<file path="src/rtl/i2c_mem_controller.sv">
// I2C-style slave front end: oversampled SCL/SDA, address match,
// write bytes out on dataout with a strobe, read bytes serialised from data.
module i2c_mem_controller #(
  parameter logic [6:0] DEV_ADDR    = 7'h55,
  parameter int         SYNC_STAGES = 2
) (
  input  logic       clk,
  input  logic       rst,
  input  logic       scl,
  input  logic       sda_in,
  output logic       sda_oe,
  input  logic [7:0] data,
  output logic [7:0] dataout,
  output logic       wr_strobe,
  output logic       ack
);

  typedef enum logic [2:0] {
    S_IDLE, S_ADDR, S_ADDR_ACK, S_IGNORE,
    S_WR, S_WR_ACK, S_RD, S_RD_ACK
  } state_t;

  logic [SYNC_STAGES-1:0] r_scl_sync, r_sda_sync;
  logic r_scl_d, r_sda_d;
  logic w_scl, w_sda, w_rise, w_fall, w_start, w_stop;

  state_t     r_state, w_state_n;
  logic [2:0] r_cnt, w_cnt_n;
  logic       r_done, w_done_n;
  logic [7:0] r_rx, w_rx_n;
  logic [7:0] r_tx, w_tx_n;
  logic       r_rw, w_rw_n;
  logic       r_oe, w_oe_n;
  logic [7:0] r_dout, w_dout_n;
  logic       r_stb, w_stb_n;
  logic       r_ack, w_ack_n;

  // Synchronisers idle high so reset release never looks like a START
  always_ff @(posedge clk or posedge rst) begin
    if (rst) begin
      r_scl_sync <= '1;
      r_sda_sync <= '1;
      r_scl_d    <= 1'b1;
      r_sda_d    <= 1'b1;
    end else begin
      r_scl_sync <= {r_scl_sync[SYNC_STAGES-2:0], scl};
      r_sda_sync <= {r_sda_sync[SYNC_STAGES-2:0], sda_in};
      r_scl_d    <= w_scl;
      r_sda_d    <= w_sda;
    end
  end

  assign w_scl   = r_scl_sync[SYNC_STAGES-1];
  assign w_sda   = r_sda_sync[SYNC_STAGES-1];
  assign w_rise  = w_scl & ~r_scl_d;
  assign w_fall  = ~w_scl & r_scl_d;
  assign w_start = w_scl & r_scl_d & r_sda_d & ~w_sda;
  assign w_stop  = w_scl & r_scl_d & ~r_sda_d & w_sda;

  always_ff @(posedge clk or posedge rst) begin
    if (rst) begin
      r_state <= S_IDLE;
      r_cnt   <= 3'd0;
      r_done  <= 1'b0;
      r_rx    <= 8'h00;
      r_tx    <= 8'h00;
      r_rw    <= 1'b0;
      r_oe    <= 1'b0;
      r_dout  <= 8'h00;
      r_stb   <= 1'b0;
      r_ack   <= 1'b0;
    end else begin
      r_state <= w_state_n;
      r_cnt   <= w_cnt_n;
      r_done  <= w_done_n;
      r_rx    <= w_rx_n;
      r_tx    <= w_tx_n;
      r_rw    <= w_rw_n;
      r_oe    <= w_oe_n;
      r_dout  <= w_dout_n;
      r_stb   <= w_stb_n;
      r_ack   <= w_ack_n;
    end
  end

  always_comb begin
    w_state_n = r_state;
    w_cnt_n   = r_cnt;
    w_done_n  = r_done;
    w_rx_n    = r_rx;
    w_tx_n    = r_tx;
    w_rw_n    = r_rw;
    w_oe_n    = r_oe;
    w_dout_n  = r_dout;
    w_stb_n   = 1'b0;
    w_ack_n   = r_ack;
    if (w_start) begin
      w_state_n = S_ADDR;
      w_cnt_n   = 3'd0;
      w_done_n  = 1'b0;
      w_ack_n   = 1'b0;
      w_oe_n    = 1'b0;
    end else if (w_stop) begin
      w_state_n = S_IDLE;
      w_cnt_n   = 3'd0;
      w_done_n  = 1'b0;
      w_oe_n    = 1'b0;
    end else begin
      unique case (r_state)
        S_ADDR, S_WR: begin
          if (w_rise) begin
            w_rx_n  = {r_rx[6:0], w_sda};
            w_cnt_n = r_cnt + 3'd1;
            if (r_cnt == 3'd7) w_done_n = 1'b1;
          end else if (w_fall && r_done) begin
            w_done_n = 1'b0;
            if (r_state == S_WR) begin
              w_dout_n  = r_rx;
              w_stb_n   = 1'b1;
              w_oe_n    = 1'b1;
              w_ack_n   = 1'b1;
              w_state_n = S_WR_ACK;
            end else if (r_rx[7:1] == DEV_ADDR) begin
              w_oe_n    = 1'b1;
              w_ack_n   = 1'b1;
              w_rw_n    = r_rx[0];
              w_state_n = S_ADDR_ACK;
            end else begin
              w_oe_n    = 1'b0;
              w_ack_n   = 1'b0;
              w_state_n = S_IGNORE;
            end
          end
        end
        S_ADDR_ACK: begin
          if (w_fall) begin
            if (r_rw) begin
              w_tx_n    = data;
              w_oe_n    = ~data[7];
              w_state_n = S_RD;
            end else begin
              w_oe_n    = 1'b0;
              w_state_n = S_WR;
            end
          end
        end
        S_WR_ACK: begin
          if (w_fall) begin
            w_oe_n    = 1'b0;
            w_state_n = S_WR;
          end
        end
        S_RD: begin
          if (w_rise) begin
            w_cnt_n = r_cnt + 3'd1;
            if (r_cnt == 3'd7) w_done_n = 1'b1;
          end else if (w_fall) begin
            if (r_done) begin
              w_done_n  = 1'b0;
              w_oe_n    = 1'b0;
              w_state_n = S_RD_ACK;
            end else begin
              w_tx_n = {r_tx[6:0], 1'b0};
              w_oe_n = ~r_tx[6];
            end
          end
        end
        S_RD_ACK: begin
          if (w_rise) begin
            if (w_sda) w_state_n = S_IGNORE;
            else       w_done_n  = 1'b1;
          end else if (w_fall && r_done) begin
            w_done_n  = 1'b0;
            w_tx_n    = data;
            w_oe_n    = ~data[7];
            w_state_n = S_RD;
          end
        end
        default: ;
      endcase
    end
  end

  assign sda_oe    = r_oe;
  assign dataout   = r_dout;
  assign wr_strobe = r_stb;
  assign ack       = r_ack;

endmodule

</file>
<file path="config.mk">
export PLATFORM = sky130hd
export DESIGN_NAME = i2c_mem_controller
export DESIGN_NICKNAME = d
export VERILOG_FILES = /design/src/rtl/i2c_mem_controller.sv
export SDC_FILE = /design/constraint.sdc
export NUM_CORES = 1
export LEC_CHECK = 0
export CAP_MARGIN = 0
export CORE_UTILIZATION = 45
export CTS_BUF_LIST = sky130_fd_sc_hd__clkbuf_8
export CTS_CLUSTER_SIZE = 30
export DETAILED_ROUTE_END_ITERATION = 10
export GPL_TIMING_DRIVEN = 0
export PLACE_DENSITY = 0.7
export SYNTH_ARGS = -nofsm -noshare
export SYNTH_HDL_FRONTEND = slang
export SYNTH_SLANG_ARGS = --single-unit
</file>
<file path="constraint.sdc">
create_clock -name clk -period 2.67 [get_ports clk]
set_input_delay 0.534 -clock clk [delete_from_list [all_inputs] [get_ports clk]]
set_output_delay 0.534 -clock clk [all_outputs]
set_load 0.01 [all_outputs]
</file>
Fig. 1: run 1, clock network drawn from the DEF
Scale bar: 20 um.
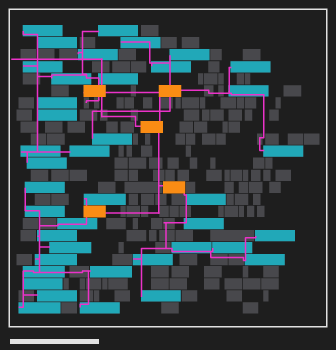
legend:
  cyan:
    item: flip-flops
    count: 40
  magenta:
    item: clock wires
    length: 447 um
  orange:
    item: cells driving clock nets
    count: 5
flops lie: spread over the die

Fig. 2: run 1, cell sizes after repair
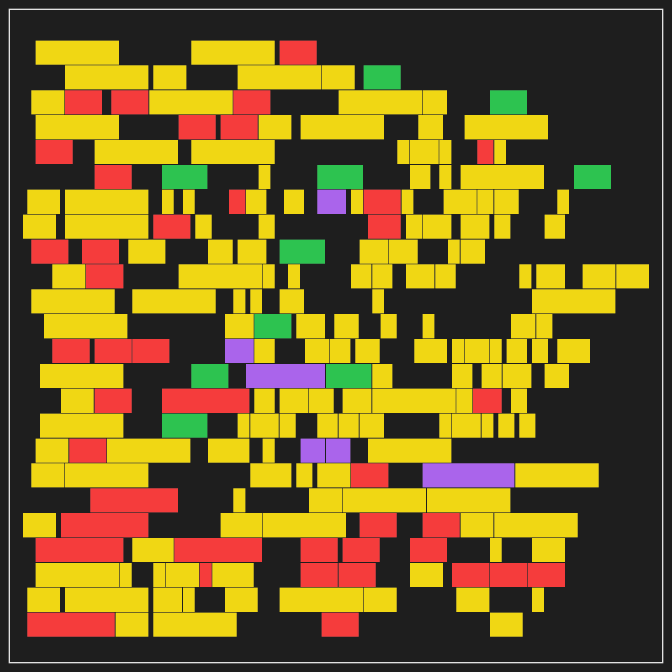
legend:
  red:
    size: drive 2
    cells: 41
    share: 19%
  yellow:
    size: drive 1 or less
    cells: 158
    share: 73%
  green:
    size: drive 6 and up
    cells: 10
    share: 4.7%
  purple:
    size: drive 3 to 4
    cells: 6
    share: 2.8%

Fig. 3: run 1, register map, names as in the netlist
Scale bar: 20 um. Other sequential cells in the stronger grey, the rest of the logic in the fainter grey.
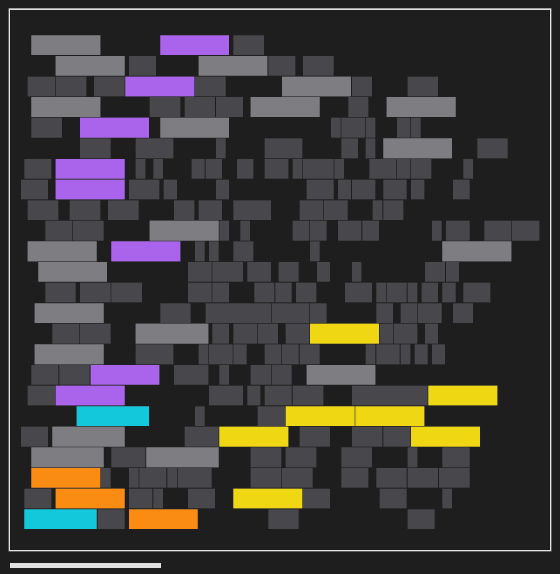
legend:
  orange:
    netlist_name: `r_cnt`
    flops: 3
  purple:
    netlist_name: `r_rx`
    flops: 8
  yellow:
    netlist_name: `r_tx`
    flops: 7
  cyan:
    netlist_name: `r_sda_sync`
    flops: 2

Fig. 4: run 1, wiring heat map
14 x 14 tiles, from dark blue (low) to red (high), scaled to the fullest tile. Values are wire area over tile area, all layers added.
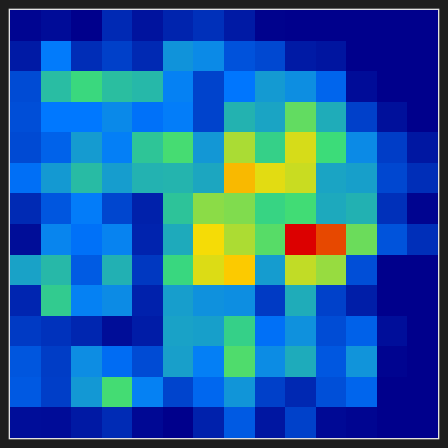
nearly empty tiles: 15%
densest ninth of the die: middle
tiles over half the peak: 11%
mean over tiles: 0.14

==> impl_metrics.toml, run 1 <==
# synthesis and place-and-route metrics
[finish]
buffers_excl_clock = 33
area_growth_pct = 17.3
fillCellCount = 386
sh_seq_area_pct = 39.8
final-nonclk-buf-share_pct = 12.0
ff_latch_area_mm2 = 0.00101
logic_area_mm2 = 0.00103
fin_util_pct = 56.7
nClkBuffers = 5
largest_cell_class = "combinational gates"
sh_comb_area_pct = 40.6
inverters_excl_clock = 10
drive_above_1_share_pct = 26.5
fin_nets = 231

[critical_path]
end_kind = "flip-flop"
r2r_start = "r_scl_d"
cp-endpoint = "r_tx[6]"
r2r_end = "r_tx[6]"
startpoint = "r_scl_d"
cpMaxStageDelayCell = "a2111oi_4"
critPathLaunchType = "flip-flop"
rrSetupSlack_ns = 0.29
worstPathArrival_ns = 2.55
cp_slowest_stage_delay_ns = 0.62
worstPathRequired_ns = 2.84
worst-r2r-cell-count = 6

[sta]
hold_viol = 0
fin_skew_ns = 0.00503
finalSetupTns_ns = 0
worst_pin_slew_ns = 0.803
finalSetupViolCount = 0

[grt]
grt_pass1_vias = 1613
grt_max_degree = 41
grt_use_total_pct = 19.8

[detailed_routing]
vias = 1535
drt_first_pass_iters = 8
postRouteAntennaNets = 0
drc = 1
routedWlPerCell_um = 16.9

[worst_hold_path]
holdCritPathClass = "reg2reg"
min-delay-start = "r_scl_sync[0]"

[synth]
yosysTopAreaCell = "dfrtp_1"
ys.flops = 40
yosysChipArea_mm2 = 0.00216
syn_nets = 202
xor_share_pct = 1.22
avgSynthCellArea_um2 = 11.7
mux_share_pct = 17.0
common_cells = "dfrtp_1 (34), mux2_2 (30), nand2_1 (11)"
ys_seq_share_pct = 46.7
ys_sh_simple_pct = 14.6
yosysCellCount = 185
edf_count = 0
synth_area_mm2 = 0.00216

[floorplan]
chipWidth_um = 71.3
fp-row-count = 24
fp_util_pct = 48.3
core_mm2 = 0.00447
die_area_mm2 = 0.00508

[pwr]
power-per-cell-area_mw_per_mm2 = 554
net-switching-power_w = 0.000399
p_clk_share_pct = 27.9
maxPowerGroup = "sequential cells"
internal-power_w = 0.00101
ir_drop_uv = 374

[clock_tree]
clkTransAtPathRegs_ns = 0.08
clockBufferDepth = 2
post_cts_resized = 0
postCtsHoldBufs = 0
cts_num_sinks = 40
cts_root_buf = "clkbuf_8"
insertion_delay_ns = 0.29
htreeDepth = 2

[job]
warning_count = 28
drv_cap = 0

[place]
portBuffers = 22
hpwl_um = 3350

[status]
status = "finished, violations left"
violations = "DRC"
==> run 1: metrics by stage <==
stage	cell area [um2]	total power [W]	hold slack [ns]	std cells	worst slack [ns]
3_3_place_gp	2450	0.00101	0.347	259	0.341
6_report	2530	0.00140	0.359	267	0.294
5_1_grt	2530	0.00148	0.366	267	0.157
2_1_floorplan	2160	0.000942	0.345	185	0.543
3_5_place_dp	2450	0.00103	0.350	259	0.305
4_1_cts	2530	0.00142	0.361	267	0.288
==> run 1: flip-flops by register name, indices dropped and copies added (netlist names), 2 cells and up <==
name        flops
dataout         8
r_cnt           3
r_rx            8
r_scl_sync      2
r_sda_sync      2
r_state         3
r_tx            7
==> run 1: worst min-delay path by stage <==
| stage | cells after the start | end |
|---|---|---|
| 5_1_grt | 0 | r_sda_sync[1] |
| 3_5_place_dp | 0 | r_scl_sync[1] |
| 2_1_floorplan | 0 | r_scl_sync[1] |
| 4_1_cts | 0 | r_scl_sync[1] |
| 6_report | 0 | r_scl_sync[1] |
| 3_3_place_gp | 0 | r_scl_sync[1] |
==> run 1: per-layer routing <==
layer / vias to the layer above / wire [um] / global-route usage, %
met1: 760 / 2030 / 25.6
li1: 730 / - / -
met5: - / 0 / 0
met4: 0 / 38 / 4.67
met2: 38 / 2270 / 34.4
met3: 7 / 166 / 3.80
==> run 1: worst max-delay path, delay by kind of cell, from the launching register on <==
| kind | cells | cell delay (ns) |
|---|---|---|
| AND-OR/OR-AND | 2 | 0.72 |
| adder cells (fa/ha/maj) | 1 | 0.26 |
| buffers and inverters | 1 | 0.04 |
| flip-flops | 1 | 0.55 |
| multiplexers | 1 | 0.41 |
| AND/OR/NAND/NOR | 1 | 0.29 |
==> run 2, diff against run 1 <==
--- a/config.mk
+++ b/config.mk
@@ -6,6 +6,7 @@
 export NUM_CORES = 1
 export LEC_CHECK = 0
 export CAP_MARGIN = 0
+export CORE_MARGIN = 1
 export CORE_UTILIZATION = 45
 export CTS_BUF_LIST = sky130_fd_sc_hd__clkbuf_8
 export CTS_CLUSTER_SIZE = 30
Fig. 5: run 2, wiring heat map
14 x 14 tiles, from dark blue (low) to red (high), scaled to the fullest tile. Values are wire area over tile area, all layers added.
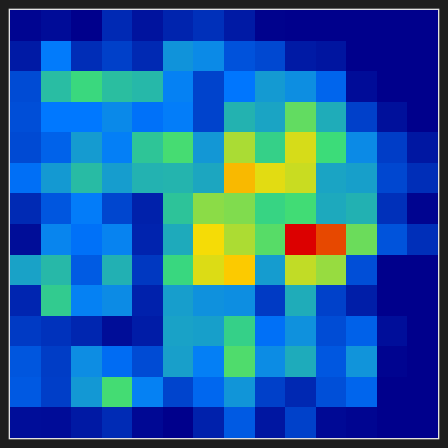
densest ninth of the die: middle
fullest tile: 0.57
nearly empty tiles: 15%
tiles over half the peak: 11%
mean over tiles: 0.14

Fig. 6: run 2, cell sizes after repair
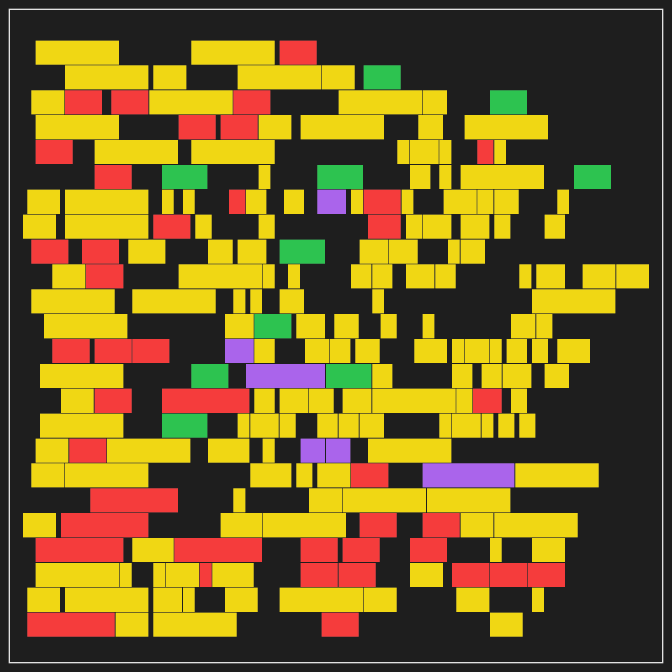
legend:
  red:
    size: drive 2
    cells: 41
    share: 19%
  purple:
    size: drive 3 to 4
    cells: 6
    share: 2.8%
  yellow:
    size: drive 1 or less
    cells: 158
    share: 73%
  green:
    size: drive 6 and up
    cells: 10
    share: 4.7%

==> impl_metrics.toml, run 2 <==
# synthesis and place-and-route metrics
[status]
status = "finished, violations left"
violations = "DRC"

[floorplan]
fp-row-count = 24
chipWidth_um = 71.3
fp_util_pct = 48.3
core_mm2 = 0.00447

[pwr]
power-per-cell-area_mw_per_mm2 = 554
ir_drop_uv = 374

[critical_path]
crit_buf_inv = 1
cpMaxStageDelayCell = "a2111oi_4"
rrSetupSlack_ns = 0.29
critical-path-top-delay-family = "AND-OR/OR-AND gates"
cp_slowest_stage_delay_ns = 0.62
critPathLaunchType = "flip-flop"

[synth]
common_cells = "dfrtp_1 (34), mux2_2 (30), nand2_1 (11)"
ys_seq_share_pct = 46.7
yosysChipArea_mm2 = 0.00216
avgSynthCellArea_um2 = 11.7
syn_nets = 202
yosysMostFrequentCell = "dfrtp_1"
edf_count = 0
yosysCellCount = 185
ys.flops = 40
yosysTopAreaCell = "dfrtp_1"
synth_area_mm2 = 0.00216

[sta]
fin_skew_ns = 0.00503
finalSetupViolCount = 0
hold_viol = 0
finalSetupTns_ns = 0
worst_pin_slew_ns = 0.803

[finish]
ff_latch_area_mm2 = 0.00101
instances_no_fill = 267
final_area_mm2 = 0.00253
fillCellCount = 386
sh_seq_area_pct = 39.8
final-nonclk-buf-share_pct = 12.0
sh_comb_area_pct = 40.6
buffers_excl_clock = 33
area_growth_pct = 17.3
fin_nets = 231
nClkBuffers = 5
logic_area_mm2 = 0.00103
largest_cell_class = "combinational gates"

[clock_tree]
insertion_delay_ns = 0.29
postCtsHoldBufs = 0
cts_num_sinks = 40
cts_made_buffers = 5
htreeDepth = 2
cts_root_buf = "clkbuf_8"
clkTransAtPathRegs_ns = 0.08
clockBufferDepth = 2
post_cts_resized = 0

[detailed_routing]
postRouteAntennaNets = 0
drc = 1
routedWlPerCell_um = 16.9
drt_first_pass_iters = 8
vias = 1535

[place]
gp_congestion = 0.847
portBuffers = 22
dp_cells = 259
hpwl_um = 3350

[job]
drv_cap = 0
warning_count = 28

[grt]
grt_pass1_vias = 1613
grt_use_total_pct = 19.8
## run 2: cell counts after synthesis
No cell type changed its count.
## run 2: per-layer routing
layer | up-vias | wire [um] | GRT usage [%]
li1 | 730 | - | -
met1 | 760 | 2030 | 25.6
met2 | 38 | 2270 | 34.4
met3 | 7 | 166 | 3.80
met4 | 0 | 38 | 4.67
met5 | - | 0 | 0
## run 2: logic make-up (layout without fill, tap and decap cells)
group / Yosys count / after routing / synth area share (%)
AOI/OAI and AO/OA: 33 / 33 / 11.9
and+or+nand+nor: 50 / 50 / 14.6
adders and majority gates: 5 / 5 / 2.90
xor gates and xnor gates: 3 / 3 / 1.22
muxes: 33 / 33 / 17.0
DFF: 40 / 40 / 46.7
buffers and inverters: 21 / 51 / 5.67
## run 2: stage by stage
stage | power [W] | setup WS [ns] | hold slack, ns | util, %
after detailed placement | 0.00103 | 0.305 | 0.350 | 54.7
after global placement | 0.00101 | 0.341 | 0.347 | 54.7
final | 0.00140 | 0.294 | 0.359 | 56.7
after global routing | 0.00148 | 0.157 | 0.366 | 56.7
after CTS | 0.00142 | 0.288 | 0.361 | 56.7
after floorplan | 0.000942 | 0.543 | 0.345 | -
## run 2: worst paths after layout
| kind | startpoint | endpoint | cells past startpoint |
|---|---|---|---|
| setup / recovery | r_scl_d | r_tx[6] | 6 |
| hold / removal | r_scl_sync[0] | r_scl_sync[1] | 0 |
| setup reg to reg | r_scl_d | r_tx[6] | 6 |
| hold reg to reg | r_scl_sync[0] | r_scl_sync[1] | 0 |
| max in group asynchronous | rst | r_rx[0] | 2 |
| min in group asynchronous | rst | r_cnt[2] | 2 |
## run 2: power by group
group          internal [W]  switching (W)  total (W)
clock              0.000182       0.000210   0.000392
sequential         0.000694      0.0000733   0.000767
combinational      0.000130       0.000116   0.000246
No activity file was given, so power comes from the tool's default toggle rates.
